--- src/rtl/alu_stack_pkg.sv ---
// Shared definitions for the ALU stack sequencer: command opcodes, error
// codes and the sequencer FSM state encoding.
package alu_stack_pkg;

  localparam int unsigned DATA_W = 32;
  localparam int unsigned OP_W   = 4;
  localparam int unsigned ERR_W  = 2;

  // Command opcodes; 3..8 are passed straight through to the ALU.
  localparam logic [OP_W-1:0] OP_NOP  = 4'd0;
  localparam logic [OP_W-1:0] OP_PUSH = 4'd1;
  localparam logic [OP_W-1:0] OP_POP  = 4'd2;
  localparam logic [OP_W-1:0] OP_ADD  = 4'd3;
  localparam logic [OP_W-1:0] OP_OR   = 4'd4;
  localparam logic [OP_W-1:0] OP_SUB  = 4'd5;
  localparam logic [OP_W-1:0] OP_SLT  = 4'd6;
  localparam logic [OP_W-1:0] OP_NOR  = 4'd7;
  localparam logic [OP_W-1:0] OP_AND  = 4'd8;

  localparam logic [ERR_W-1:0] ERR_NONE = 2'b00;
  localparam logic [ERR_W-1:0] ERR_OVF  = 2'b01;
  localparam logic [ERR_W-1:0] ERR_UNF  = 2'b10;
  localparam logic [ERR_W-1:0] ERR_ILL  = 2'b11;

  typedef enum logic {
    ST_IDLE = 1'b0,
    ST_EXEC = 1'b1
  } seq_state_e;

endpackage

--- src/rtl/operand_lifo.sv ---
// Operand LIFO: DEPTH x 32 storage plus stack pointer.
// Ports: push/push_data write mem[sp] and increment sp; pop drops one entry;
// pop2 drops two. top_c/next_c read mem[sp-1]/mem[sp-2]. sp is the registered
// occupancy; full_c/empty_c/has2_c are flags decoded from it.
module operand_lifo
  import alu_stack_pkg::*;
#(
  parameter int unsigned DEPTH = 8,
  localparam int unsigned SP_W = $clog2(DEPTH + 1)
) (
  input  logic              clk,
  input  logic              reset,
  input  logic              push,
  input  logic [DATA_W-1:0] push_data,
  input  logic              pop,
  input  logic              pop2,
  output logic [DATA_W-1:0] top_c,
  output logic [DATA_W-1:0] next_c,
  output logic [SP_W-1:0]   sp,
  output logic              full_c,
  output logic              empty_c,
  output logic              has2_c
);

  localparam int unsigned IDX_W = (DEPTH > 1) ? $clog2(DEPTH) : 1;

  logic [DATA_W-1:0] mem_q [DEPTH];
  logic [SP_W-1:0]   sp_q;
  logic [SP_W-1:0]   sp_d;

  // Pointer update; the caller never requests more than one action per cycle.
  always_comb begin
    sp_d = sp_q;
    if (push) begin
      sp_d = sp_q + SP_W'(1);
    end else if (pop) begin
      sp_d = sp_q - SP_W'(1);
    end else if (pop2) begin
      sp_d = sp_q - SP_W'(2);
    end
  end

  always_ff @(posedge clk or posedge reset) begin
    if (reset) begin
      sp_q <= '0;
    end else begin
      sp_q <= sp_d;
    end
  end

  // Storage is not reset: only entries below sp are ever read.
  always_ff @(posedge clk) begin
    if (push) begin
      mem_q[IDX_W'(sp_q)] <= push_data;
    end
  end

  assign top_c   = mem_q[IDX_W'(sp_q - SP_W'(1))];
  assign next_c  = mem_q[IDX_W'(sp_q - SP_W'(2))];
  assign sp      = sp_q;
  assign full_c  = (sp_q == SP_W'(DEPTH));
  assign empty_c = (sp_q == '0);
  assign has2_c  = (sp_q >= SP_W'(2));

endmodule

--- src/rtl/alu_stack_sequencer.sv ---
// Stack-machine front end for an external 32-bit ALU.
// Ports: cmd_valid/cmd_ready/cmd_op/cmd_data command handshake; alu_a/alu_b/
// alu_op_o drive the ALU and alu_result/alu_zero come back; res_valid/
// res_data/res_zero report popped values and ALU results; err_valid/err_code
// report overflow, underflow and illegal ops; depth is the stack occupancy;
// busy is high whenever the FSM is not idle.
module alu_stack_sequencer
  import alu_stack_pkg::*;
#(
  parameter int unsigned DEPTH = 8,
  localparam int unsigned SP_W = $clog2(DEPTH + 1)
) (
  input  logic              clk,
  input  logic              reset,
  input  logic              cmd_valid,
  output logic              cmd_ready,
  input  logic [OP_W-1:0]   cmd_op,
  input  logic [DATA_W-1:0] cmd_data,
  output logic [DATA_W-1:0] alu_a,
  output logic [DATA_W-1:0] alu_b,
  output logic [OP_W-1:0]   alu_op_o,
  input  logic [DATA_W-1:0] alu_result,
  input  logic              alu_zero,
  output logic              res_valid,
  output logic [DATA_W-1:0] res_data,
  output logic              res_zero,
  output logic              err_valid,
  output logic [ERR_W-1:0]  err_code,
  output logic [SP_W-1:0]   depth,
  output logic              busy
);

  seq_state_e        state_q, state_d;
  logic              res_valid_q, res_valid_d;
  logic [DATA_W-1:0] res_data_q, res_data_d;
  logic              res_zero_q, res_zero_d;
  logic              err_valid_q, err_valid_d;
  logic [ERR_W-1:0]  err_code_q, err_code_d;
  logic [DATA_W-1:0] alu_a_q, alu_a_d;
  logic [DATA_W-1:0] alu_b_q, alu_b_d;
  logic [OP_W-1:0]   alu_op_q, alu_op_d;

  logic              lifo_push, lifo_pop, lifo_pop2;
  logic [DATA_W-1:0] lifo_push_data;
  logic [DATA_W-1:0] top_c, next_c;
  logic              full_c, empty_c, has2_c;

  operand_lifo #(.DEPTH(DEPTH)) u_lifo (
    .clk       (clk),
    .reset     (reset),
    .push      (lifo_push),
    .push_data (lifo_push_data),
    .pop       (lifo_pop),
    .pop2      (lifo_pop2),
    .top_c     (top_c),
    .next_c    (next_c),
    .sp        (depth),
    .full_c    (full_c),
    .empty_c   (empty_c),
    .has2_c    (has2_c)
  );

  // Next-state, LIFO control and output register inputs.
  // The ALU operand registers double as the EXEC-cycle drivers, so they are
  // loaded only on an ALU accept and fall back to zero everywhere else.
  always_comb begin
    state_d        = state_q;
    res_valid_d    = 1'b0;
    res_data_d     = res_data_q;
    res_zero_d     = res_zero_q;
    err_valid_d    = 1'b0;
    err_code_d     = err_code_q;
    alu_a_d        = '0;
    alu_b_d        = '0;
    alu_op_d       = '0;
    lifo_push      = 1'b0;
    lifo_pop       = 1'b0;
    lifo_pop2      = 1'b0;
    lifo_push_data = cmd_data;

    unique case (state_q)
      ST_IDLE: begin
        if (cmd_valid) begin
          case (cmd_op)
            OP_NOP: ;
            OP_PUSH: begin
              if (full_c) begin
                err_valid_d = 1'b1;
                err_code_d  = ERR_OVF;
              end else begin
                lifo_push = 1'b1;
              end
            end
            OP_POP: begin
              if (empty_c) begin
                err_valid_d = 1'b1;
                err_code_d  = ERR_UNF;
              end else begin
                lifo_pop    = 1'b1;
                res_valid_d = 1'b1;
                res_data_d  = top_c;
                res_zero_d  = (top_c == '0);
              end
            end
            OP_ADD, OP_OR, OP_SUB, OP_SLT, OP_NOR, OP_AND: begin
              if (!has2_c) begin
                err_valid_d = 1'b1;
                err_code_d  = ERR_UNF;
              end else begin
                lifo_pop2 = 1'b1;
                alu_a_d   = next_c;
                alu_b_d   = top_c;
                alu_op_d  = cmd_op;
                state_d   = ST_EXEC;
              end
            end
            default: begin
              err_valid_d = 1'b1;
              err_code_d  = ERR_ILL;
            end
          endcase
        end
      end
      ST_EXEC: begin
        // Two entries were freed on accept, so the result push cannot overflow.
        lifo_push      = 1'b1;
        lifo_push_data = alu_result;
        res_valid_d    = 1'b1;
        res_data_d     = alu_result;
        res_zero_d     = alu_zero;
        state_d        = ST_IDLE;
      end
      default: state_d = ST_IDLE;
    endcase
  end

  always_ff @(posedge clk or posedge reset) begin
    if (reset) begin
      state_q     <= ST_IDLE;
      res_valid_q <= 1'b0;
      res_data_q  <= '0;
      res_zero_q  <= 1'b0;
      err_valid_q <= 1'b0;
      err_code_q  <= ERR_NONE;
      alu_a_q     <= '0;
      alu_b_q     <= '0;
      alu_op_q    <= '0;
    end else begin
      state_q     <= state_d;
      res_valid_q <= res_valid_d;
      res_data_q  <= res_data_d;
      res_zero_q  <= res_zero_d;
      err_valid_q <= err_valid_d;
      err_code_q  <= err_code_d;
      alu_a_q     <= alu_a_d;
      alu_b_q     <= alu_b_d;
      alu_op_q    <= alu_op_d;
    end
  end

  assign cmd_ready = (state_q == ST_IDLE);
  assign busy      = (state_q != ST_IDLE);
  assign res_valid = res_valid_q;
  assign res_data  = res_data_q;
  assign res_zero  = res_zero_q;
  assign err_valid = err_valid_q;
  assign err_code  = err_code_q;
  assign alu_a     = alu_a_q;
  assign alu_b     = alu_b_q;
  assign alu_op_o  = alu_op_q;

endmodule

--- config.mk ---
export PLATFORM = sky130hd
export DESIGN_NAME = alu_stack_sequencer
export DESIGN_NICKNAME = d
export VERILOG_FILES = /design/src/rtl/alu_stack_pkg.sv /design/src/rtl/operand_lifo.sv /design/src/rtl/alu_stack_sequencer.sv
export SDC_FILE = /design/constraint.sdc
export NUM_CORES = 1
export LEC_CHECK = 0
export CAP_MARGIN = 20
export CORE_ASPECT_RATIO = 1.4
export CORE_MARGIN = 4
export CORE_UTILIZATION = 45
export CTS_BUF_LIST = sky130_fd_sc_hd__clkbuf_2
export CTS_CLUSTER_SIZE = 20
export DETAILED_ROUTE_END_ITERATION = 10
export HOLD_SLACK_MARGIN = 0.15
export PLACE_DENSITY = 0.66
export SLEW_MARGIN = 15
export SYNTH_ARGS = -nofsm -noshare
export SYNTH_HDL_FRONTEND = slang
export SYNTH_SLANG_ARGS = --single-unit
--- constraint.sdc ---
create_clock -name clk -period 9.2 [get_ports clk]
set_clock_uncertainty 0.15 [all_clocks]
set_input_delay 2.76 -clock clk [delete_from_list [all_inputs] [get_ports clk]]
set_output_delay 2.76 -clock clk [all_outputs]
set_load 0.05 [all_outputs]
**Track usage over the die**

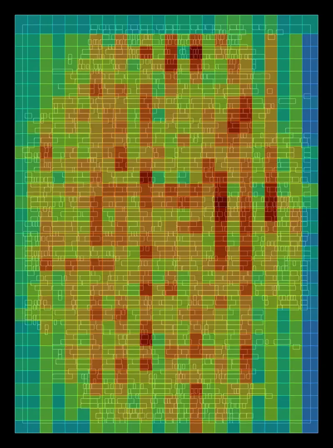
met2 usage: 0.347
All-Layer GR Usage: 0.197
grt met3 use: 0.0406
post-layout util: 0.545
gr busiest metal: met2

**Port wiring**

The bar under the picture is 50 um long.
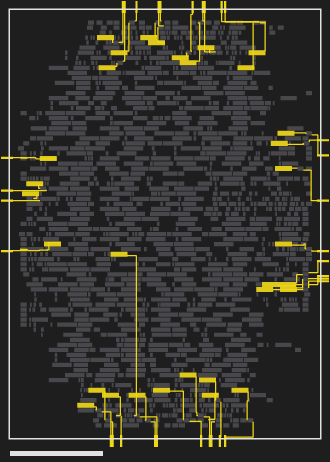
- yellow: alu_b (bits 32; direction output; edge 10 bottom, 10 top, 8 right, 4 left; end cells 32; wire 955 um)

==> results.py <==
# Metrics from the implementation run
metrics = {
    "status": {
        "status": "complete, no violations",
    },
    "yosys": {
        "syn-instance-count": 984,
        "area_leaders": "edfxtp_1, dfrtp_1, mux4_2",
        "async_flop_share": 0.301,
        "synth-edff-count": 256,
    },
    "detailed_routing": {
        "firstDrtPassIters": 7,
        "routed_wl_um": 37900,
    },
    "timing": {
        "worst_pin_slew_ps": 1130,
        "finalHoldViolCount": 0,
        "fin_crit_sh": 0.656,
        "tns_ps": 0,
    },
    "cells_and_area": {
        "antennaDiodeCount": 1,
        "top_register": "u_lifo.mem_q",
        "layout_top_cell": "edfxtp_1",
    },
    "clock_tree": {
        "cts_sinks": 366,
        "tritoncts": "done",
    },
    "setup_path": {
        "crit_chain": "buf_4 > inv_2 > clkdlybuf4s50_1",
        "worstReg2RegStart": "u_lifo.sp[0]",
        "arrival_ps": 3130,
        "worst-path-buf-inv": 3,
        "critical_path_cell_count": 3,
        "cp_top_family": "buffers and inverters",
    },
}
